**src/rtl/sail_print_pkg.sv**
```systemverilog
// sail_print_pkg: FSM state encoding, character constants and hex-digit helper
// shared by the sail_print_arbiter files.
package sail_print_pkg;
    typedef enum logic [2:0] {
        ST_IDLE,
        ST_PREFIX_ID,
        ST_PREFIX_SEP,
        ST_BODY,
        ST_NEWLINE
    } print_arb_state_t;

    localparam logic [7:0] SAIL_CHAR_NL    = 8'h0A;
    localparam logic [7:0] SAIL_CHAR_COLON = 8'h3A;

    function automatic logic [7:0] hex_digit(input logic [3:0] v);
        return (v < 4'd10) ? 8'h30 + {4'h0, v} : 8'h57 + {4'h0, v};
    endfunction
endpackage

```
**src/rtl/sail_print_arbiter_rr_pick.sv**
```systemverilog
// sail_rr_pick: combinational round-robin picker; returns the first set request
// at or after rr_ptr, wrapping modulo N_REQ.
module sail_rr_pick #(
    parameter int N_REQ = 4
) (
    input  logic [N_REQ-1:0] req,
    input  logic [3:0]       rr_ptr,
    output logic             any,
    output logic [3:0]       idx
);
    logic [N_REQ-1:0] w_rot;
    logic [4:0]       w_off;
    logic [4:0]       w_sum;

    // Rotate so that bit 0 is the requester at rr_ptr.
    assign w_rot = N_REQ'({req, req} >> rr_ptr);
    assign any   = |req;

    always_comb begin
        w_off = '0;
        for (int k = N_REQ - 1; k >= 0; k--)
            if (w_rot[k]) w_off = 5'(k);
    end

    assign w_sum = {1'b0, rr_ptr} + w_off;
    assign idx   = 4'((w_sum >= 5'(N_REQ)) ? w_sum - 5'(N_REQ) : w_sum);
endmodule

```
**src/rtl/sail_print_arbiter.sv**
```systemverilog
// sail_print_arbiter: message-atomic round-robin arbiter sharing one Sail stdout byte sink.
// Define SAIL_PRINT_ARB_PREFIX_EN to prefix each message with "<hex id>:".
module sail_print_arbiter
    import sail_print_pkg::*;
#(
    parameter int N_REQ = 4,
    parameter int CNT_W = 32
) (
    input  logic               clk,
    input  logic               reset,
    input  logic [N_REQ-1:0]   req_valid,
    input  logic [8*N_REQ-1:0] req_data,
    input  logic [N_REQ-1:0]   req_last,
    input  logic [N_REQ-1:0]   req_endline,
    output logic [N_REQ-1:0]   req_ready,
    output logic               out_valid,
    output logic [7:0]         out_data,
    input  logic               out_ready,
    output logic               busy,
    output logic [3:0]         grant_id,
    output logic [CNT_W-1:0]   msg_count
);
    localparam int IW = (N_REQ > 1) ? $clog2(N_REQ) : 1;

    print_arb_state_t r_state;
    logic [3:0]       r_rr_ptr;
    logic [3:0]       r_grant;
    logic [CNT_W-1:0] r_msg_count;
    logic             r_endline_q;

    logic             w_any;
    logic [3:0]       w_idx;
    logic [IW-1:0]    w_g;
    logic [7:0]       w_bytes [N_REQ];
    logic             w_gv;
    logic [7:0]       w_gd;
    logic             w_fire;

    sail_rr_pick #(.N_REQ(N_REQ)) u_pick (
        .req    (req_valid),
        .rr_ptr (r_rr_ptr),
        .any    (w_any),
        .idx    (w_idx)
    );

    for (genvar i = 0; i < N_REQ; i++) begin : g_bytes
        assign w_bytes[i] = req_data[8*i +: 8];
    end

    assign w_g       = r_grant[IW-1:0];
    assign w_gv      = req_valid[w_g];
    assign w_gd      = w_bytes[w_g];
    assign w_fire    = (r_state == ST_BODY) && w_gv && out_ready;
    assign busy      = r_state != ST_IDLE;
    assign grant_id  = r_grant;
    assign msg_count = r_msg_count;

    // Only the granted requester sees the sink's ready, and only in BODY.
    always_comb begin
        req_ready = '0;
        if (r_state == ST_BODY) req_ready[w_g] = out_ready;
    end

`ifdef SAIL_PRINT_ARB_PREFIX_EN
    assign out_valid = (r_state == ST_BODY)    ? w_gv :
                       (r_state == ST_NEWLINE) ? r_endline_q :
                       (r_state == ST_PREFIX_ID) || (r_state == ST_PREFIX_SEP);
    assign out_data  = (r_state == ST_BODY)       ? w_gd :
                       (r_state == ST_PREFIX_ID)  ? hex_digit(r_grant) :
                       (r_state == ST_PREFIX_SEP) ? SAIL_CHAR_COLON :
                       (r_state == ST_NEWLINE)    ? SAIL_CHAR_NL : 8'h00;
`else
    assign out_valid = (r_state == ST_BODY) ? w_gv : (r_state == ST_NEWLINE) && r_endline_q;
    assign out_data  = (r_state == ST_BODY) ? w_gd : (r_state == ST_NEWLINE) ? SAIL_CHAR_NL : 8'h00;
`endif

    always_ff @(posedge clk) begin
        if (reset) begin
            r_state     <= ST_IDLE;
            r_rr_ptr    <= '0;
            r_grant     <= '0;
            r_msg_count <= '0;
            r_endline_q <= 1'b0;
        end else begin
            case (r_state)
                ST_IDLE: if (w_any) begin
                    r_grant <= w_idx;
`ifdef SAIL_PRINT_ARB_PREFIX_EN
                    r_state <= ST_PREFIX_ID;
`else
                    r_state <= ST_BODY;
`endif
                end
`ifdef SAIL_PRINT_ARB_PREFIX_EN
                ST_PREFIX_ID:  if (out_ready) r_state <= ST_PREFIX_SEP;
                ST_PREFIX_SEP: if (out_ready) r_state <= ST_BODY;
`endif
                ST_BODY: if (w_fire && req_last[w_g]) begin
                    r_endline_q <= req_endline[w_g];
                    r_rr_ptr    <= (r_grant == 4'(N_REQ - 1)) ? 4'd0 : r_grant + 4'd1;
                    if (req_endline[w_g]) begin
                        r_state <= ST_NEWLINE;
                    end else begin
                        r_state     <= ST_IDLE;
                        r_msg_count <= r_msg_count + 1'b1;
                    end
                end
                ST_NEWLINE: if (out_ready) begin
                    r_state     <= ST_IDLE;
                    r_msg_count <= r_msg_count + 1'b1;
                end
                default: r_state <= ST_IDLE;
            endcase
        end
    end
endmodule

```
**config.mk**
```make
export PLATFORM = sky130hd
export DESIGN_NAME = sail_print_arbiter
export DESIGN_NICKNAME = d
export VERILOG_FILES = /design/src/rtl/sail_print_pkg.sv /design/src/rtl/sail_print_arbiter_rr_pick.sv /design/src/rtl/sail_print_arbiter.sv
export SDC_FILE = /design/constraint.sdc
export NUM_CORES = 1
export LEC_CHECK = 0
export ABC_AREA = 1
export CORE_UTILIZATION = 25
export CTS_BUF_LIST = sky130_fd_sc_hd__clkbuf_2
export DETAILED_ROUTE_END_ITERATION = 8
export PLACE_DENSITY = 0.49
export SETUP_SLACK_MARGIN = 0.05
export SYNTH_ARGS = -nofsm -noshare
export SYNTH_HDL_FRONTEND = slang
export SYNTH_SLANG_ARGS = --single-unit
export TNS_END_PERCENT = 50
```
**constraint.sdc**
```tcl
create_clock -name clk -period 7.1 [get_ports clk]
set_input_delay 1.42 -clock clk [delete_from_list [all_inputs] [get_ports clk]]
set_output_delay 1.42 -clock clk [all_outputs]
set_load 0.01 [all_outputs]
```
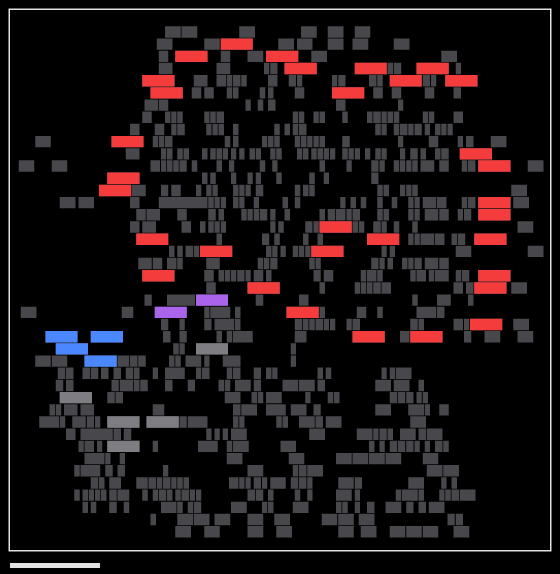
*Where the registers sit*
Bar = 20 um.
Blue stands for grant_id, sequential cells 4, where left middle. Purple stands for r_state, sequential cells 2. Red stands for msg_count, sequential cells 32.
Reg area: 861 um^2
reported sequential group power: 276 uW
flop share of the area: 0.186

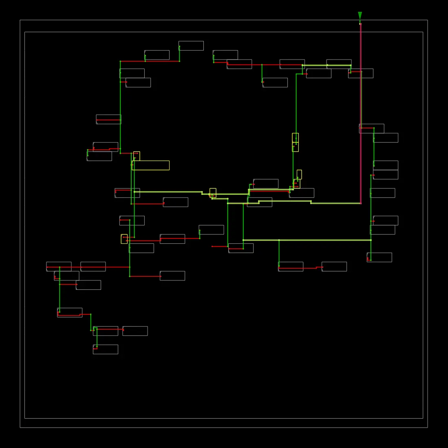
*Clock wiring as the flow saved it*
clock buffer count in the final layout: 5
clock group total power: 144 uW
worst-case clock skew: 0.0128 ns
TritonCTS sink count: 43

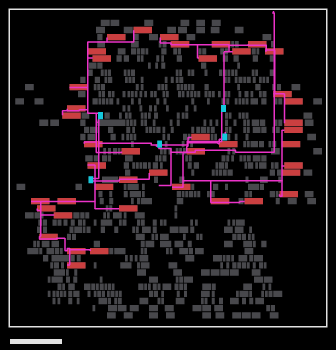
*Clock wires, drivers and flops*
Bar = 20 um.
Cyan stands for cells driving clock nets, count 5. Magenta stands for clock wires, length 696 um. Red stands for flip-flops, count 43.
There are 6 routed clock nets.

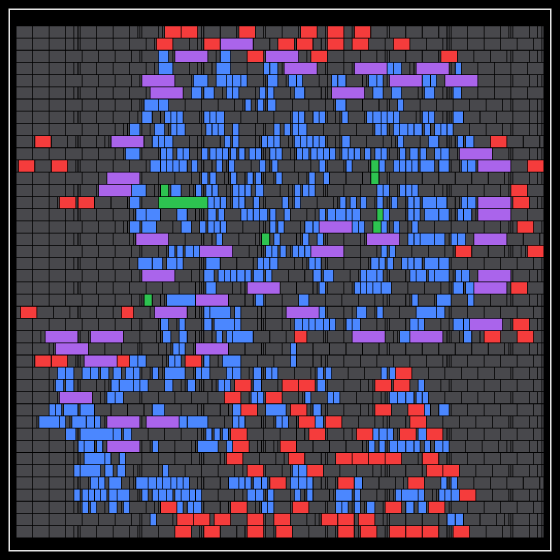
*Placement by cell class*
Fill, decap, tap and diode cells in grey.
Green stands for clock drivers and dummy loads, cells 8. Red stands for other buffers and delay cells, cells 99. Purple stands for flip-flops, cells 43. Blue stands for all other logic, cells 525.
core outline area: 0.0135 mm^2
number of core rows: 42
final non-filler cell area: 0.00463 mm^2
Layout Utilization: 0.344

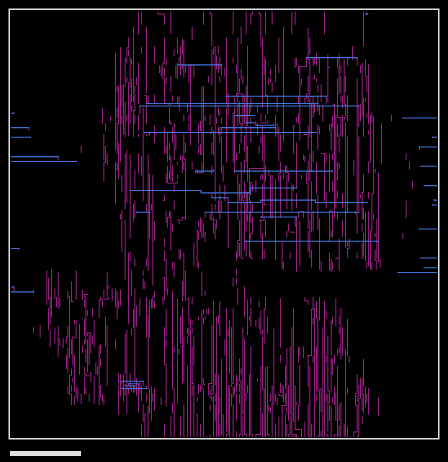
*Wiring by layer*
Bar = 20 um. Only two layers are drawn.
Magenta stands for met2, wire length 5500 um. Blue stands for met3, wire length 581 um.

## worst register-to-register path: stages, from the launching register on
cell and delay (ns):
dfxtp_1 1.08, inv_4 0.29, nand2_1 0.14, nand3_1 0.09, nand3_1 0.11, nand2_1 0.06
inv_2 0.45, nand3_4 0.48, nand2_1 0.18, a21oi_1 0.08
## per-layer routing
layer	global-route usage	up-vias	wire (um)
met1	0.214	1799	5270
met5	0	-	0
li1	-	2083	-
met2	0.269	71	5500
met4	0.0301	0	53
met3	0.0208	2	580
## state kept, by name (all words and copies together) (netlist names)
name and flops:
grant_id 4, msg_count 32, r_endline_q 1, r_rr_ptr 4, r_state 2
## cells by family after synthesis
family                     after synthesis  share of synthesized area
AOI/OAI and AO/OA                       99                      0.159
xor gates and xnor gates                10                     0.0249
adders and majority gates               12                     0.0449
buffers and inverters                   84                      0.106
DFF                                     43                      0.245
and+or+nand+nor                        346                      0.420
## synthesized netlist by cell type, types with 5 or more instances
cell type,number
nand2_1,176
nor2_1,91
inv_1,54
a21oi_1,46
dfxtp_1,43
o21ai_0,35
nand4_1,33
nand3_1,30
clkbuf_1,11
ha_1,11
nand2_2,11
a21oi_2,10
buf_2,8
buf_6,5
xnor2_1,5
xor2_1,5
## power breakdown
part	leakage, uW	total, uW	switching (uW)	internal (uW)
combinational	0.00122	287	174	113
sequential	0.000348	276	23.0	253
clock	0.0000404	144	86.4	57.9
total	0.00161	707	283	424
## through the flow
step / hold WS [ns] / cells / utilization / setup slack, ns
floorplan: 0.458 / 594 / - / 3.63
global placement: 0.481 / 843 / 0.339 / 2.76
detailed placement: 0.483 / 843 / 0.339 / 2.73
CTS: 0.511 / 851 / 0.344 / 2.73
global route: 0.529 / 851 / 0.344 / 2.66
finish: 0.517 / 852 / 0.344 / 2.73
==> run notes <==
The family with the most delay on the worst path was buffers and inverters. The area overhead of the layout relative to synthesis was 31.8%. Setup repair after global routing left no endpoint under its margin. The smallest clock period supported by the final layout is computed as 4.37 ns. Number of cells in the yosys synthesis report: 594.

The logs give 467 for the count of multi-input combinational gates and 2.95 ns for the critical path arrival. The fraction of the cycle the final worst path needs works out to 0.616. The endpoint of the most critical register-to-register path was msg_count[19]$_SDFFE_PP0P_. The fraction of final layout cells sized beyond drive strength 1 was 0.0578.

Of all cell types, the one taking the most synthesized area is dfxtp_1. The required time of the worst setup path was 5.68 ns; the share of the synthesized area in the top cell type was 0.245. The synthesized design contains 0 enable-type register cells.

The main area contributors are dfxtp_1 (25%), nand2_1 (19%), nor2_1 (9.7%). For the number of top-level pins, the log shows 97. The worst relative slew slack is 0.289, and the number of vias after detailed routing is 3955.

Per the layout area report, the combinational gate area comes to 0.00228 mm^2. The fraction of the yosys area taken by sequential cells came out at 0.245. The top cell types in the final layout, fill and taps aside, are nand2_1 (176), clkdlybuf4s50_1 (96), nor2_1 (91), inv_1 (54), a21oi_1 (46). The run finished with clean final reports. The critical path's slowest stage uses the library cell clkdlybuf4s50_1. The first global-routing pass estimated 18300 um of wire. The worst min-delay path startpoint was r_state[1]$_SDFFE_PP0P_. The tools report the hold violation count in the final report as 0. The number of global-route vias before repair is 3557, and the count of nets after finishing is 733. Chip area in the Yosys report: 0.00351 mm^2.
Power and IR drop assume default switching activity.
